`src/rtl/sd_pkg.sv`:
```
`default_nettype none
// ============================================================================
//  Module      : sd_pkg
//  Description : Shared types and constants for the SD multi-block read
//                sequencer: FSM states, error codes, reader status bit map.
//  Revision    : 1.0 - initial release
// ============================================================================
package sd_pkg;

  typedef enum logic [3:0] {
    ST_IDLE     = 4'd0,
    ST_ARM      = 4'd1,
    ST_ARM_WAIT = 4'd2,
    ST_CMD      = 4'd3,
    ST_CMD_WAIT = 4'd4,
    ST_DATA     = 4'd5,
    ST_CHECK    = 4'd6,
    ST_DRAIN    = 4'd7,
    ST_FIN      = 4'd8
  } sd_state_t;

  localparam logic [2:0] ERR_NONE  = 3'd0;
  localparam logic [2:0] ERR_CMD   = 3'd1;
  localparam logic [2:0] ERR_CRC   = 3'd2;
  localparam logic [2:0] ERR_DTMO  = 3'd3;
  localparam logic [2:0] ERR_ARM   = 3'd4;
  localparam logic [2:0] ERR_ABORT = 3'd5;

  // Reader status byte: bit0 start-bit timeout, bits 4:1 per-line CRC error
  localparam int RES_DTMO    = 0;
  localparam int RES_CRC_LSB = 1;
  localparam int RES_CRC_MSB = 4;

  localparam logic [5:0] CMD17_IDX = 6'd17;

  // A data timeout outranks CRC errors when both are reported
  function automatic logic [2:0] fail_code(input logic [4:0] res);
    return res[RES_DTMO] ? ERR_DTMO : ERR_CRC;
  endfunction

endpackage
`default_nettype wire

```
`src/rtl/sd_blk_retry.sv`:
```
`default_nettype none
// ============================================================================
//  Module      : sd_blk_retry
//  Description : Holds the captured reader status and the per-block retry
//                counter; decides pass / retry / fail for the current block.
//  Revision    : 1.0 - initial release
// ============================================================================
module sd_blk_retry
  import sd_pkg::*;
#(
  parameter int MAX_RETRY = 3
) (
  input  logic       clk,
  input  logic       rst_n,
  input  logic       i_clr,
  input  logic       i_load,
  input  logic [4:0] i_result,
  input  logic       i_commit,
  output logic       o_pass,
  output logic       o_retry,
  output logic [2:0] o_fail_code
);

  logic [4:0] r_result;
  logic [2:0] r_retry;

  // Capture the status byte in the single cycle the reader presents it
  always_ff @(posedge clk or negedge rst_n) begin
    if (!rst_n) begin
      r_result <= 5'd0;
    end else if (i_load) begin
      r_result <= i_result;
    end
  end

  // Retry count restarts for every new block and every new request
  always_ff @(posedge clk or negedge rst_n) begin
    if (!rst_n) begin
      r_retry <= 3'd0;
    end else if (i_clr) begin
      r_retry <= 3'd0;
    end else if (i_commit) begin
      if (o_pass) begin
        r_retry <= 3'd0;
      end else if (o_retry) begin
        r_retry <= r_retry + 3'd1;
      end
    end
  end

  // Decision from the registered status and attempts already spent
  always_comb begin
    o_pass      = (r_result == 5'd0);
    o_retry     = !o_pass && (r_retry < 3'(MAX_RETRY));
    o_fail_code = fail_code(r_result);
  end

endmodule
`default_nettype wire

```
`src/rtl/sd_read_ctrl.sv`:
```
`default_nettype none
// ============================================================================
//  Module      : sd_read_ctrl
//  Description : Multi-block SD read sequencer. Arms the 4-bit data reader,
//                issues CMD17 per block, retries failed blocks and advances
//                the block address until the request completes or errors.
//  Revision    : 1.0 - initial release
// ============================================================================
module sd_read_ctrl
  import sd_pkg::*;
#(
  parameter int         BLK_LEN   = 512,
  parameter int         MAX_RETRY = 3,
  parameter int         ARM_TMO   = 64,
  parameter logic [5:0] CMD_IDX   = CMD17_IDX
) (
  input  logic        clk,
  input  logic        rst_n,
  input  logic        i_req,
  input  logic [31:0] i_blk_addr,
  input  logic [15:0] i_blk_cnt,
  input  logic        i_byte_addr,
  input  logic        i_abort,
  output logic        o_cmd_start,
  output logic [5:0]  o_cmd_idx,
  output logic [31:0] o_cmd_arg,
  input  logic        i_cmd_done,
  input  logic        i_cmd_err,
  output logic        o_start_reading,
  output logic [9:0]  o_buf_len,
  input  logic        i_sd_run,
  input  logic [7:0]  i_sd_result,
  output logic        o_busy,
  output logic        o_done,
  output logic        o_err,
  output logic [2:0]  o_err_code,
  output logic [15:0] o_blk_done
);

  sd_state_t   r_state, w_next;
  logic [31:0] r_addr;
  logic [15:0] r_remaining;
  logic [15:0] r_timer;
  logic [15:0] r_blk_done;
  logic [2:0]  r_code;
  logic        r_err;
  logic        r_byte_addr;
  logic        r_nop_done;

  logic        w_accept, w_load, w_commit, w_blk_ok, w_set_code;
  logic [2:0]  w_code_val;
  logic        w_pass, w_retry;
  logic [2:0]  w_fail_code;
  logic        w_unused;

  // Status bits 7:5 carry nothing this controller acts on
  assign w_unused = ^i_sd_result[7:5];

  sd_blk_retry #(
    .MAX_RETRY (MAX_RETRY)
  ) u_retry (
    .clk         (clk),
    .rst_n       (rst_n),
    .i_clr       (w_accept),
    .i_load      (w_load),
    .i_result    (i_sd_result[RES_CRC_MSB:RES_DTMO]),
    .i_commit    (w_commit),
    .o_pass      (w_pass),
    .o_retry     (w_retry),
    .o_fail_code (w_fail_code)
  );

  // State register
  always_ff @(posedge clk or negedge rst_n) begin
    if (!rst_n) begin
      r_state <= ST_IDLE;
    end else begin
      r_state <= w_next;
    end
  end

  // Next state and per-cycle control strobes; abort overrides everything
  always_comb begin
    w_next     = r_state;
    w_accept   = 1'b0;
    w_load     = 1'b0;
    w_commit   = 1'b0;
    w_blk_ok   = 1'b0;
    w_set_code = 1'b0;
    w_code_val = ERR_NONE;
    if (i_abort && (r_state != ST_IDLE) && (r_state != ST_FIN)) begin
      w_set_code = 1'b1;
      w_code_val = ERR_ABORT;
      w_next     = i_sd_run ? ST_DRAIN : ST_FIN;
    end else begin
      case (r_state)
        ST_IDLE: begin
          if (i_req) begin
            w_accept = 1'b1;
            if (i_blk_cnt != 16'd0) w_next = ST_ARM;
          end
        end
        ST_ARM:      w_next = ST_ARM_WAIT;
        ST_ARM_WAIT: begin
          if (i_sd_run) begin
            w_next = ST_CMD;
          end else if (r_timer == 16'(ARM_TMO)) begin
            w_set_code = 1'b1;
            w_code_val = ERR_ARM;
            w_next     = ST_FIN;
          end
        end
        ST_CMD:      w_next = ST_CMD_WAIT;
        ST_CMD_WAIT: begin
          if (i_cmd_done) begin
            if (i_cmd_err) begin
              w_set_code = 1'b1;
              w_code_val = ERR_CMD;
              w_next     = ST_DRAIN;
            end else begin
              w_next = ST_DATA;
            end
          end
        end
        ST_DATA: begin
          if (!i_sd_run) begin
            w_load = 1'b1;
            w_next = ST_CHECK;
          end
        end
        ST_CHECK: begin
          w_commit = 1'b1;
          if (w_pass) begin
            w_blk_ok = 1'b1;
            w_next   = (r_remaining == 16'd1) ? ST_FIN : ST_ARM;
          end else if (w_retry) begin
            w_next = ST_ARM;
          end else begin
            w_set_code = 1'b1;
            w_code_val = w_fail_code;
            w_next     = ST_FIN;
          end
        end
        ST_DRAIN: begin
          if (!i_sd_run) w_next = ST_FIN;
        end
        ST_FIN:  w_next = ST_IDLE;
        default: w_next = ST_IDLE;
      endcase
    end
  end

  // Request latch, arm timer, address/progress counters and sticky status
  always_ff @(posedge clk or negedge rst_n) begin
    if (!rst_n) begin
      r_addr      <= 32'd0;
      r_remaining <= 16'd0;
      r_timer     <= 16'd0;
      r_blk_done  <= 16'd0;
      r_code      <= ERR_NONE;
      r_err       <= 1'b0;
      r_byte_addr <= 1'b0;
      r_nop_done  <= 1'b0;
    end else begin
      r_nop_done <= w_accept && (i_blk_cnt == 16'd0);
      if (w_accept) begin
        r_addr      <= i_blk_addr;
        r_remaining <= i_blk_cnt;
        r_byte_addr <= i_byte_addr;
        r_code      <= ERR_NONE;
        r_err       <= 1'b0;
        r_blk_done  <= 16'd0;
      end
      if (r_state == ST_ARM) begin
        r_timer <= 16'd0;
      end else if (r_state == ST_ARM_WAIT) begin
        r_timer <= r_timer + 16'd1;
      end
      if (w_set_code) r_code <= w_code_val;
      if (w_blk_ok) begin
        r_addr      <= r_addr + (r_byte_addr ? 32'd512 : 32'd1);
        r_blk_done  <= r_blk_done + 16'd1;
        r_remaining <= r_remaining - 16'd1;
      end
      if ((r_state == ST_FIN) && (r_code != ERR_NONE)) r_err <= 1'b1;
    end
  end

  assign o_start_reading = (r_state == ST_ARM);
  assign o_cmd_start     = (r_state == ST_CMD);
  assign o_cmd_idx       = CMD_IDX;
  assign o_cmd_arg       = r_addr;
  assign o_buf_len       = 10'(BLK_LEN);
  assign o_busy          = (r_state != ST_IDLE);
  assign o_done          = (r_state == ST_FIN) || r_nop_done;
  assign o_err           = r_err;
  assign o_err_code      = r_code;
  assign o_blk_done      = r_blk_done;

endmodule
`default_nettype wire

```
`config.mk`:
```
export PLATFORM = sky130hd
export DESIGN_NAME = sd_read_ctrl
export DESIGN_NICKNAME = d
export VERILOG_FILES = /design/src/rtl/sd_pkg.sv /design/src/rtl/sd_blk_retry.sv /design/src/rtl/sd_read_ctrl.sv
export SDC_FILE = /design/constraint.sdc
export NUM_CORES = 1
export LEC_CHECK = 0
export CAP_MARGIN = 15
export CORE_MARGIN = 2
export CORE_UTILIZATION = 52
export CTS_BUF_LIST = sky130_fd_sc_hd__clkbuf_4
export DETAILED_ROUTE_END_ITERATION = 8
export HOLD_SLACK_MARGIN = 0.03
export PLACE_DENSITY = 0.8
export SYNTH_ARGS = -nofsm -noshare
export SYNTH_HDL_FRONTEND = slang
export SYNTH_HIERARCHICAL = 1
export SYNTH_SLANG_ARGS = --single-unit
```
`constraint.sdc`:
```
create_clock -name clk -period 3.15 [get_ports clk]
set_input_delay 0.4725 -clock clk [delete_from_list [all_inputs] [get_ports clk]]
set_output_delay 0.4725 -clock clk [all_outputs]
set_load 0.05 [all_outputs]
```
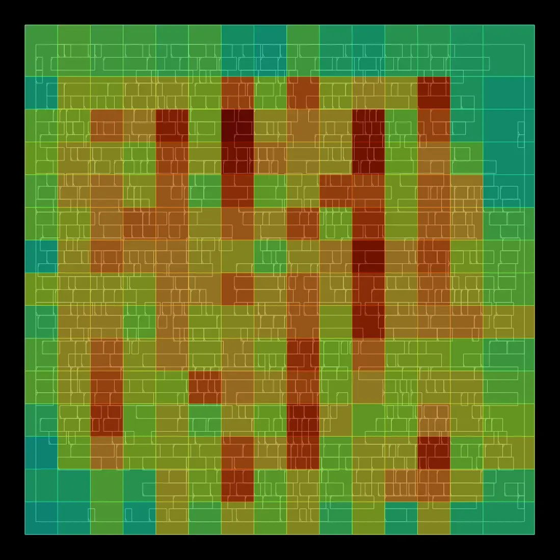
Fig. 1. Routing congestion (run 1).
busiest layer in global routing: met2
final core utilization: 67.1%
average routed wire per standard cell: 16.8 um

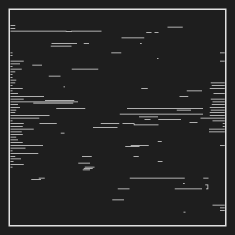
Fig. 2. Met3 routing (run 1).
Scale: 2 px per um.
main direction	horizontal
longest straight run	41.4 um
global routing met3 resource utilization: 3.93%
total routed wirelength: 14.5 mm
detailed-route via count: 5272

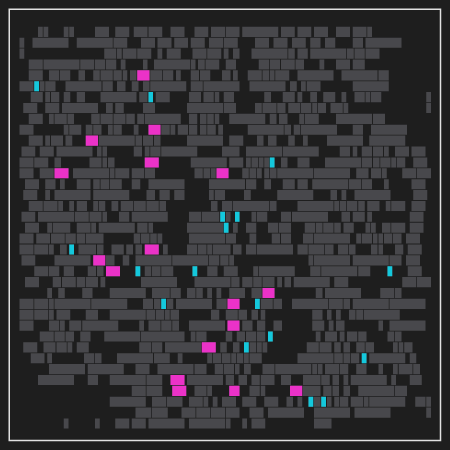
Fig. 3. Selected gate families (run 1).
Scale: 4 px per um.
family	color	cells	most used
inverters	cyan	17	inv_1
AND-OR and OR-AND gates	magenta	17	a221o_1
number of standard cells in the layout, taps in and fillers out: 863
logic share of the area: 40.8%
Top cell excl fill/tap: sky130_fd_sc_hd__clkdlybuf4s50_1

## run 1: area by class of cell
cell class | count | area, um2 | area share (%)
inverters | 17 | 63.8 | 0.917
well taps | 136 | 170 | 2.45
multi-input cells | 462 | 2840 | 40.8
flip-flops and latches | 98 | 2450 | 35.2
repair buffers | 134 | 1300 | 18.6
clock buffers | 9 | 67.6 | 0.971
clock inverters | 7 | 67.6 | 0.971
## run 1: where the power goes
group | leakage (nW) | total, mW | switching [mW] | internal (mW)
registers | 1.26 | 2.18 | 0.514 | 1.66
clock network | 0.0802 | 0.670 | 0.426 | 0.243
logic | 1.52 | 2.82 | 1.78 | 1.04
total | 2.86 | 5.67 | 2.72 | 2.95
## run 1: Yosys cell counts (3+ instances only)
| cell type | instances | area share [%] |
|---|---|---|
| sky130_fd_sc_hd__a211oi_1 | 10 | 1.3 |
| sky130_fd_sc_hd__a21oi_1 | 10 | 0.90 |
| sky130_fd_sc_hd__a221o_1 | 5 | 0.90 |
| sky130_fd_sc_hd__a22o_1 | 3 | 0.47 |
| sky130_fd_sc_hd__a22oi_1 | 6 | 0.81 |
| sky130_fd_sc_hd__a311oi_1 | 3 | 0.47 |
| sky130_fd_sc_hd__a31oi_1 | 9 | 1.0 |
| sky130_fd_sc_hd__a41oi_1 | 5 | 0.79 |
| sky130_fd_sc_hd__and3_1 | 9 | 1.0 |
| sky130_fd_sc_hd__and4_1 | 8 | 1.3 |
| sky130_fd_sc_hd__buf_1 | 8 | 0.54 |
| sky130_fd_sc_hd__buf_4 | 19 | 2.6 |
| sky130_fd_sc_hd__clkbuf_1 | 21 | 1.4 |
| sky130_fd_sc_hd__conb_1 | 4 | 0.27 |
| sky130_fd_sc_hd__dfrtp_1 | 98 | 44 |
| sky130_fd_sc_hd__ha_1 | 9 | 2.0 |
| sky130_fd_sc_hd__inv_1 | 16 | 1.1 |
| sky130_fd_sc_hd__mux2_1 | 5 | 1.0 |
| sky130_fd_sc_hd__mux2i_1 | 6 | 1.1 |
| sky130_fd_sc_hd__nand2_1 | 79 | 5.3 |
| sky130_fd_sc_hd__nand2b_1 | 6 | 0.67 |
| sky130_fd_sc_hd__nand3_1 | 32 | 2.9 |
| sky130_fd_sc_hd__nand4_1 | 21 | 2.4 |
| sky130_fd_sc_hd__nor2_1 | 37 | 2.5 |
| sky130_fd_sc_hd__nor2b_1 | 4 | 0.45 |
| sky130_fd_sc_hd__nor3_1 | 12 | 1.1 |
| sky130_fd_sc_hd__nor4_1 | 16 | 1.8 |
| sky130_fd_sc_hd__o211ai_1 | 27 | 3.6 |
| sky130_fd_sc_hd__o21ai_0 | 37 | 3.3 |
| sky130_fd_sc_hd__o221ai_1 | 3 | 0.47 |
| sky130_fd_sc_hd__o311ai_0 | 19 | 3.0 |
| sky130_fd_sc_hd__o31ai_1 | 6 | 0.81 |
| sky130_fd_sc_hd__or3_1 | 6 | 0.67 |
| sky130_fd_sc_hd__or3_2 | 3 | 0.40 |
| sky130_fd_sc_hd__or4_1 | 5 | 0.67 |
| sky130_fd_sc_hd__xor2_1 | 8 | 1.3 |
==> out/notes.md <==
* **area share of and-or/or-and cells after synthesis** 20.9%
* **Rows** 37
* **share of layout cells above drive strength 1** 6.46%
* **gate count of the mapped netlist** 613
* **launching point of the worst reg2reg path** u_retry/r_result[2]$_DFFE_PN0P_
* **Register-to-Register Path Depth** 8
* **WP buf/inv** 3
* **GPL Wtd Cong** 0.882
* **most instantiated logic cells after routing** sky130_fd_sc_hd__clkdlybuf4s50_1 (114), sky130_fd_sc_hd__dfrtp_1 (98), sky130_fd_sc_hd__nand2_1 (79)
* **largest non-sequential cell family by area** simple AND/OR/NAND/NOR gates
* **wire length the detailed router placed on met1** 6.68 mm
* **final number of setup-violating endpoints** 0
* **post-synthesis area per instance** 9.08 um2
* **largest net degree at the start of global routing** 53
* **synthesis-to-finish area growth** 25.0%
* **Synthesis Warnings** 6
* **multiplexer share of the synthesized area** 2.09%
* **worst setup slack after layout** 0.292 ns
* **global-route wire length before repair** 23.9 mm
* **post-route fraction of the period consumed by the critical path** 90.7%
* **clock-pin slew reported for the worst setup and hold paths after clock tree synthesis** 0.14 ns
* **uppermost layer routed** met4
* **total routing resource utilization after global routing** 25.7%
* **xor/xnor share** 1.42%
* **Setup crit end kind** output port
* **cell family with the largest share of critical-path delay** buffers and inverters
* **Crit. path cell count** 4
* **chip area from the yosys synthesis statistics** 5570 um2
* **number of buffers on the longest clock path** 2
* **number of port buffers** 116
* **highest fanout seen on the critical path** 10
* **final global-route overflow total** 0
* **iteration count of the initial detailed-routing pass** 4
* **number of filler cells placed in the layout** 831
* **sequential fraction of the synthesis area** 44.1%
* **count of warning messages emitted by the tools** 31
* **CTS tree** built
* **number of violations reported at the end of detailed-routing iteration 0** 309
* **Yosys Instances** 613
* **starting density of the core** 53.7%
* **leakage dissipation** 2.86 nW
* **vias in the first global route** 5001
* **terminus of the critical flop-to-flop path** o_cmd_arg[14]$_DFFE_PN0P_
* **wire length on met2** 6.86 mm
* **peak ir drop on the vdd network** 516 uV
* **data required time of the worst path** 2.68 ns
* **status** complete, no violations
* **number of antenna cells inserted** 0
* **CP peak stage delay** 0.73 ns
* **final count of hold timing violations** 0
* **number of clock buffers inserted by TritonCTS** 9
* **die width** 107 um
* **hold-fix buffer count after cts** 0
* **number of gates resized after CTS** 0
* **type of the worst setup path** register to output port
* **endpoint arrival time on the critical path** 2.39 ns
* **Setup Skew** 0.0178 ns
* **# DRC** 0
* **sum of net half-perimeters after detailed placement** 10.5 mm
* **simple share** 23.4%
* **antenna violations before repair** 0
* **Final Max Tran Viols** 0
* **Post-CTS Setup Repair Bufs** 0
* **count of H-tree levels built during CTS** 3
* **length of routed met3 wiring** 818 um
* **post-route ant nets** 0
* **final setup TNS** 0 ns
* **startpoint of the most critical setup path** r_state[0]$_DFFE_PN0P_
* **cell type of the slowest stage on the worst timing path** sky130_fd_sc_hd__clkdlybuf4s50_1
* **Peak Freq** 350 MHz
* **flip-flop count of the largest register after layout** 32
* **area fraction in full adders, half adders and majority gates** 2.02%
* **flip-flops with a built-in enable** 0
* **FFs w/ async S/R, synth** 100%
* **via density per instance** 6.11
* **placed cells** 847
* **distinct lib cells** 64
* **final-layout worst hold slack** 0.0433 ns
* **Least-Margin Pin Slew** 0.707 ns
No activity file was given, so power comes from the tool's default toggle rates.
